power_grid.png
Scale bar: 50 µm. Pins as bars on the die edge.
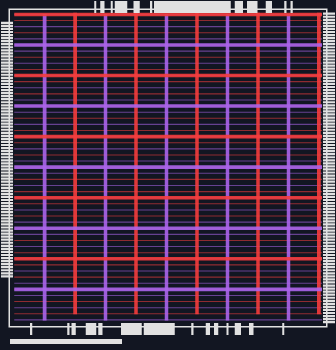
placement_by_type.png
Fill, decap, tap and diode cells in grey.
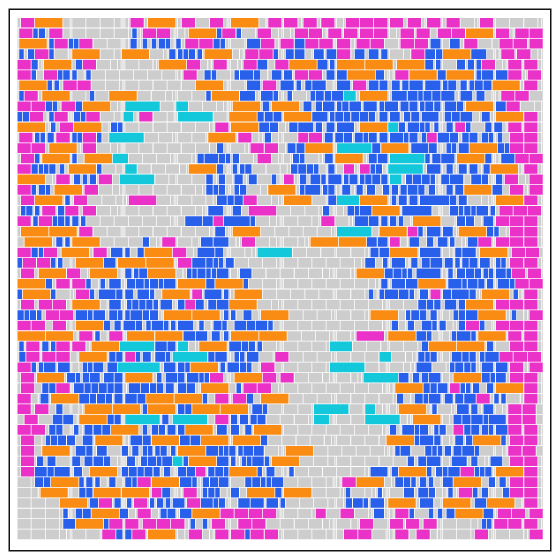
clk_routes.png
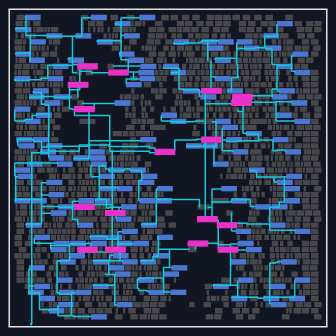
wires.png
Scale bar: 50 µm. Only two layers are drawn.
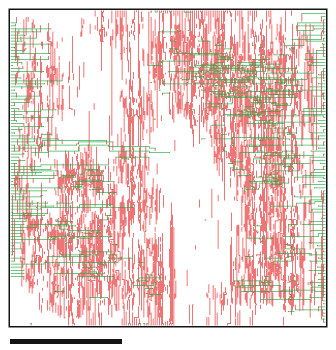
clocks.png
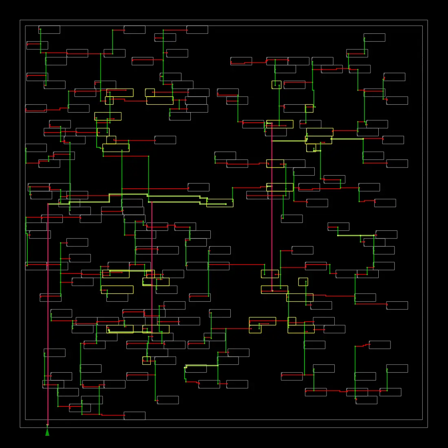
**src/rtl/fetch_unit_pkg.sv**
```systemverilog
// riscv_fetch_pkg: shared types and constants for the instruction-fetch stage.
package riscv_fetch_pkg;
  localparam int INSTR_W = 32;
  localparam int PC_STEP = 4;
  typedef enum logic [2:0] {
    S_RESET = 3'd0,
    S_REQ   = 3'd1,
    S_WAIT  = 3'd2,
    S_HOLD  = 3'd3,
    S_FLUSH = 3'd4,
    S_ERR   = 3'd5
  } fetch_state_t;
endpackage

```
**src/rtl/fetch_unit_if.sv**
```systemverilog
// fetch_unit_if: instruction-memory, decode and redirect signals of the fetch stage.
interface fetch_unit_if #(
  parameter int XLEN   = 64,
  parameter int ADDR_W = 32
);
  logic                                imem_req;
  logic [ADDR_W-1:0]                   imem_addr;
  logic [riscv_fetch_pkg::INSTR_W-1:0] imem_rdata;
  logic                                imem_valid;
  logic [riscv_fetch_pkg::INSTR_W-1:0] ir;
  logic                                ir_valid;
  logic                                ir_ready;
  logic [XLEN-1:0]                     pc;
  logic                                redirect;
  logic [XLEN-1:0]                     redirect_pc;
  modport master (
    output imem_req, imem_addr, ir, ir_valid, pc,
    input  imem_rdata, imem_valid, ir_ready, redirect, redirect_pc
  );
  modport slave (
    input  imem_req, imem_addr, ir, ir_valid, pc,
    output imem_rdata, imem_valid, ir_ready, redirect, redirect_pc
  );
endinterface

```
**src/rtl/fetch_unit_pc_reg.sv**
```systemverilog
// fetch_pc_reg: program counter with load enable choosing pc+4 or a redirect target.
module fetch_pc_reg import riscv_fetch_pkg::*; #(
  parameter int              XLEN     = 64,
  parameter logic [XLEN-1:0] RESET_PC = '0
) (
  input  logic            clock,
  input  logic            reset,
  input  logic            load,
  input  logic            sel_target,
  input  logic [XLEN-1:0] target,
  output logic [XLEN-1:0] pc
);
  always_ff @(posedge clock)
    if (reset) pc <= RESET_PC;
    else if (load) pc <= sel_target ? target : pc + XLEN'(PC_STEP);
endmodule

```
**src/rtl/fetch_unit.sv**
```systemverilog
// fetch_unit: request/wait/hold fetch FSM with redirect, flush of in-flight reads and sticky misalignment.
module fetch_unit import riscv_fetch_pkg::*; #(
  parameter int              XLEN     = 64,
  parameter int              ADDR_W   = 32,
  parameter logic [XLEN-1:0] RESET_PC = '0
) (
  input  logic            clock,
  input  logic            reset,
  fetch_unit_if.master    bus,
  output logic            misaligned,
  output logic [XLEN-1:0] fetch_count,
  output logic [2:0]      estado
);
  fetch_state_t         state, state_nxt;
  logic                 take, bad, accept, capture;
  logic [INSTR_W-1:0]   ir_q;
  logic                 ir_valid_q;
  logic [XLEN-1:0]      pc_q;

  fetch_pc_reg #(.XLEN(XLEN), .RESET_PC(RESET_PC)) u_pc (
    .clock      (clock),
    .reset      (reset),
    .load       (take || accept),
    .sel_target (take),
    .target     (bus.redirect_pc),
    .pc         (pc_q)
  );

  // A redirect from REQ/WAIT/FLUSH leaves a read in flight unless its response lands this very cycle.
  always_comb begin
    take      = bus.redirect && state != S_ERR;
    bad       = take && bus.redirect_pc[1:0] != 2'b00;
    accept    = state == S_HOLD && bus.ir_ready && !take;
    capture   = state == S_WAIT && bus.imem_valid && !take;
    state_nxt = state;
    if (bad) state_nxt = S_ERR;
    else if (take)
      state_nxt = (state == S_REQ || ((state == S_WAIT || state == S_FLUSH) && !bus.imem_valid)) ? S_FLUSH : S_REQ;
    else
      state_nxt = state == S_RESET ? S_REQ :
                  state == S_REQ   ? S_WAIT :
                  state == S_WAIT  ? (bus.imem_valid ? S_HOLD : S_WAIT) :
                  state == S_HOLD  ? (bus.ir_ready ? S_REQ : S_HOLD) :
                  state == S_FLUSH ? (bus.imem_valid ? S_REQ : S_FLUSH) : S_ERR;
  end

  always_ff @(posedge clock)
    if (reset) begin
      state       <= S_RESET;
      ir_q        <= '0;
      ir_valid_q  <= 1'b0;
      misaligned  <= 1'b0;
      fetch_count <= '0;
    end else begin
      state      <= state_nxt;
      if (capture) ir_q <= bus.imem_rdata;
      ir_valid_q <= capture || (ir_valid_q && !accept && !take);
      misaligned <= misaligned || bad;
      if (accept) fetch_count <= fetch_count + XLEN'(1);
    end

  assign bus.imem_req  = state == S_REQ;
  assign bus.imem_addr = pc_q[ADDR_W-1:0];
  assign bus.ir        = ir_q;
  assign bus.ir_valid  = ir_valid_q;
  assign bus.pc        = pc_q;
  assign estado        = state;
endmodule
```
**src/flat_wrapper.sv**
```systemverilog
// flat-port wrapper written by rule: the top's interface ports become plain ports
module fetch_unit_flat import riscv_fetch_pkg::*;
#(
  parameter int              XLEN     = 64,
  parameter int              ADDR_W   = 32,
  parameter logic [XLEN-1:0] RESET_PC = '0
)
  (clock, reset, misaligned, fetch_count, estado, bus_imem_req, bus_imem_addr, bus_ir, bus_ir_valid, bus_pc, bus_imem_rdata, bus_imem_valid, bus_ir_ready, bus_redirect, bus_redirect_pc);
  fetch_unit_if #(.XLEN(XLEN), .ADDR_W(ADDR_W)) bus_i ();
  input  logic clock;
  input  logic reset;
  output logic misaligned;
  output logic [XLEN-1:0] fetch_count;
  output logic [2:0] estado;
  output wire logic [$bits(bus_i.imem_req)-1:0] bus_imem_req;
  output wire logic [$bits(bus_i.imem_addr)-1:0] bus_imem_addr;
  output wire logic [$bits(bus_i.ir)-1:0] bus_ir;
  output wire logic [$bits(bus_i.ir_valid)-1:0] bus_ir_valid;
  output wire logic [$bits(bus_i.pc)-1:0] bus_pc;
  input wire logic [$bits(bus_i.imem_rdata)-1:0] bus_imem_rdata;
  input wire logic [$bits(bus_i.imem_valid)-1:0] bus_imem_valid;
  input wire logic [$bits(bus_i.ir_ready)-1:0] bus_ir_ready;
  input wire logic [$bits(bus_i.redirect)-1:0] bus_redirect;
  input wire logic [$bits(bus_i.redirect_pc)-1:0] bus_redirect_pc;
  assign bus_imem_req = bus_i.imem_req;
  assign bus_imem_addr = bus_i.imem_addr;
  assign bus_ir = bus_i.ir;
  assign bus_ir_valid = bus_i.ir_valid;
  assign bus_pc = bus_i.pc;
  assign bus_i.imem_rdata = bus_imem_rdata;
  assign bus_i.imem_valid = bus_imem_valid;
  assign bus_i.ir_ready = bus_ir_ready;
  assign bus_i.redirect = bus_redirect;
  assign bus_i.redirect_pc = bus_redirect_pc;
  fetch_unit #(.XLEN(XLEN), .ADDR_W(ADDR_W), .RESET_PC(RESET_PC)) u_core (.clock(clock), .reset(reset), .bus(bus_i), .misaligned(misaligned), .fetch_count(fetch_count), .estado(estado));
endmodule
```
**config.mk**
```make
export PLATFORM = sky130hd
export DESIGN_NAME = fetch_unit_flat
export DESIGN_NICKNAME = d
export VERILOG_FILES = /design/src/rtl/fetch_unit_pkg.sv /design/src/rtl/fetch_unit_if.sv /design/src/rtl/fetch_unit_pc_reg.sv /design/src/rtl/fetch_unit.sv /design/src/flat_wrapper.sv
export SDC_FILE = /design/constraint.sdc
export NUM_CORES = 1
export LEC_CHECK = 0
export CAP_MARGIN = 25
export CORE_MARGIN = 1.5
export CORE_UTILIZATION = 47
export DETAILED_ROUTE_END_ITERATION = 7
export PLACE_DENSITY = 0.92
export SYNTH_ARGS = -nofsm -noshare
export SYNTH_HDL_FRONTEND = slang
export SYNTH_HIERARCHICAL = 1
export SYNTH_SLANG_ARGS = --single-unit
```
**constraint.sdc**
```tcl
create_clock -name clock -period 3.4 [get_ports clock]
set_input_delay 0.34 -clock clock [delete_from_list [all_inputs] [get_ports clock]]
set_output_delay 0.34 -clock clock [all_outputs]
set_load 0.01 [all_outputs]
```
==> Slide: Implementation Results <==
Key Metrics from the Run

Outcome
  • Status: finished clean

Clock tree
  • CTS Buffer Depth: 2
  • Hold-fix buffers, CTS: 0
  • Post-cts gate resize count: 0
  • Htree depth: 4
  • Clock transition at path regs: roughly 70 ps
  • CTS tree: built

Final layout
  • Diode count: 0
  • Net count, final: roughly 1,500
  • FF+latch area: 0.00330 mm²
  • Final Util: approximately 67%
  • Design area: ~0.012 mm²
  • Gate Area: ~0.005 mm²
  • Layout cells sized above 1: under 10%

Logic synthesis
  • Top cell area share: 37.1%
  • Synth top cell by count: dfxtp_1
  • Number of cells in Yosys stat: between 1,000 and 1,500
  • Dominant Register Cell: dfxtp_1
  • Post-synth area hogs: dfxtp_1, nand2_1, a21oi_1
  • Cell type with the largest total area: dfxtp_1
  • Synth Net Count: between 1,000 and 1,500
  • Synthesized cell area: a little under 0.009 mm²
  • Synth Area per Inst: 7.81 µm²
  • Cell count after synthesis: approximately 1,100
  • YS warnings: 6
  • Post-synth EDFFs: 0

Min path
  • Hold Path Sink: u_core/u_pc/pc[4]$_SDFFE_PP0P_
  • Min-delay src: reset
  • Worst Hold Class: input port to flop

Power
  • Switching part of the total power: 28.5%
  • Clock network power: 1930 µW
  • Net Switching: 1370 µW
  • Pwr Density: ~390 mW/mm²
  • Max VDD drop: about 330 µV
  • Comb group: about 740 µW
  • Top power group: registers
  • Seq group: approximately 2100 µW
  • Tot Pwr: around 4800 µW

Global route
  • Largest net degree at the start of global routing: 133
  • Initial antenna violation count: 0
  • Vias in the first global route: between 9,000 and 10,000
  • First-pass GRT wire length: roughly 47,000 µm
  • GR Util met1: between 30% and 40%
  • Most used routing layer in global routing: met2
  • GR Layer Usage met3: around 7.7%
  • GRT Residual Overflow: 0
  • Met2 global-route usage: 47.4%

Worst setup path
  • Crit path depth: 8
  • Ordered cell list for the critical path: ha_1, and4_2, nand4_1, buf_4, nor3_2, nand3_1, or3_1, a31oi_1
  • CP startpoint kind: flop
  • R2R Setup Slk: 530 ps
  • Slowest cell delay on critical path: between 600 and 700 ps
  • R2R depth: 8
  • Capture point of the worst path: u_core/u_pc/pc[48]$_SDFFE_PP0P_
  • R2R Path End: u_core/u_pc/pc[48]$_SDFFE_PP0P_
  • Worst-path fanout max: 9
  • WS Path Type: flop to flop
  • Worst path slowest cell: nor3_2
  • Crit. Startpoint: u_core/u_pc/pc[2]$_SDFFE_PP0P_
  • Critical R2R Launch: u_core/u_pc/pc[2]$_SDFFE_PP0P_
  • Data arrival, critical path: between 3000 and 4000 ps
  • Crit. End Element: flop
  • WP buf/inv: 1

Placed design
  • Detailed placer's ending HPWL: 20,600 µm
  • Placed instance area: ~0.012 mm²
  • Placed Instances: approximately 1,600
  • Placement Setup Slack: around 350 ps
  • IO buf count: approximately 300

Detailed routing
  • TritonRoute pass-1 iters: 7
  • Iteration-0 DRC Markers: around 1,100

STA
  • Setup TNS: 0 ps
  • Hold_ws: between 300 and 400 ps
  • Fmax achieved: approximately 350 MHz
  • Final Hold Viols: 0
  • Slew Limit Fails: 0
  • Setup WS post-layout: roughly 530 ps
  • Slew headroom: a little over a third
  • RSZ-0062 raised after global routing: false
  • Measured slew at the worst slew-check pin: roughly 960 ps

Die
  • Die Span Y: approximately 140 µm
  • IO Count: ~300
  • Die Wd: 141 µm

Flow run
  • Max Cap Violations: 0
  • Tool warning count: 28
Notes on power_grid.png above:
legend:
  red:
    net: VDD
  purple:
    net: VSS
met4 straps: 10
signal pins: 299
met5 straps: 10

Notes on placement_by_type.png above:
legend:
  orange:
    class: sequential cells
    cells: 165
    share_of_their_area: 27%
  magenta:
    class: remaining buffers and delay cells
    cells: 318
    share_of_their_area: 26%
  blue:
    class: combinational and other logic
    cells: 874
    share_of_their_area: 42%
  cyan:
    class: clock drivers and dummy loads
    cells: 32
    share_of_their_area: 4.9%

Notes on clk_routes.png above:
legend:
  blue:
    item: flip-flops
    count: 165
  magenta:
    item: clock drivers
    count: 17
  cyan:
    item: clock wires
    length: 2,070 µm
flops lie: spread over the die

Notes on wires.png above:
legend:
  red:
    layer: metal 2
    wire_length: 13,900 µm
  green:
    layer: metal 3
    wire_length: 3,350 µm
WL final: 29,700 µm
DR WL/cell: 18.3 µm
GRT Resource Usage Total: 28.9%
vias: 10,100

Notes on clocks.png above:
Inserted Clock Buffers: 17
clk_skew: 13.2 ps
clk latency late pin: 420 ps

worst register-to-register path: stages (launching register included):
cell	delay, ps
dfxtp_1	510
ha_1	300
and4_2	300
nand4_1	90
buf_4	180
nor3_2	610
nand3_1	250
or3_1	390
a31oi_1	170
cell usage in the layout (no fill, tap or decap), drive strengths merged, types with 3 or more instances in the layout:
master and count:
a32o 8, xor2 11, nand3 49, a31oi 13
inv 31, o41ai 7, a22oi 29, and3 20
o21a 3, o31ai 15, a22o 9, clkdlybuf4s50 297
nor4 25, a211oi 8, nor2 104, o21ai 63
mux2i 18, buf 21, a2bb2oi 3, clkbuf 17
or4 15, o211ai 4, nor3 24, mux2 5
dfxtp 165, nand4 51, a21oi 101, o22ai 15
xnor2 20, nand4b 4, clkinvlp 5, or2 5
and4 13, nand2 143, o41a 3, and2 8
nor2b 5, or3 22
registers in the layout (all words and copies together) (netlist names):
name,flops
u_core/bus.ir,32
u_core/bus.ir_valid,1
u_core/estado,3
u_core/fetch_count,64
u_core/misaligned,1
u_core/u_pc/pc,64
layer usage:
layer,vias to the layer above,part of all wire (%)
met4,0,4.2
met3,110,11
met1,4624,38
li1,4652,-
met2,696,47
met5,-,0
cell families (layout without fill, tap and decap cells):
family                     count (synthesis)  after routing  share of synthesized area, %
DFF                                      165            165                          37.1
and+or+nand+nor                          499            499                          29.1
xor gates and xnor gates                  31             31                          3.05
muxes                                     23             23                          2.65
AOI/OAI and AO/OA                        295            295                          20.7
adders and majority gates                  2              2                         0.281
buffers and inverters                    126            374                          7.12
final cells by class:
type	instances	share of cell area, %
multi-input cells	850	40.2
repair buffers	318	25.4
clock buffers	17	3.42
well taps	234	2.35
flip-flops and latches	165	26.5
inverters	24	0.723
clock inverters	15	1.34
Power figures rest on the tool's default switching activity, not on a simulated workload.
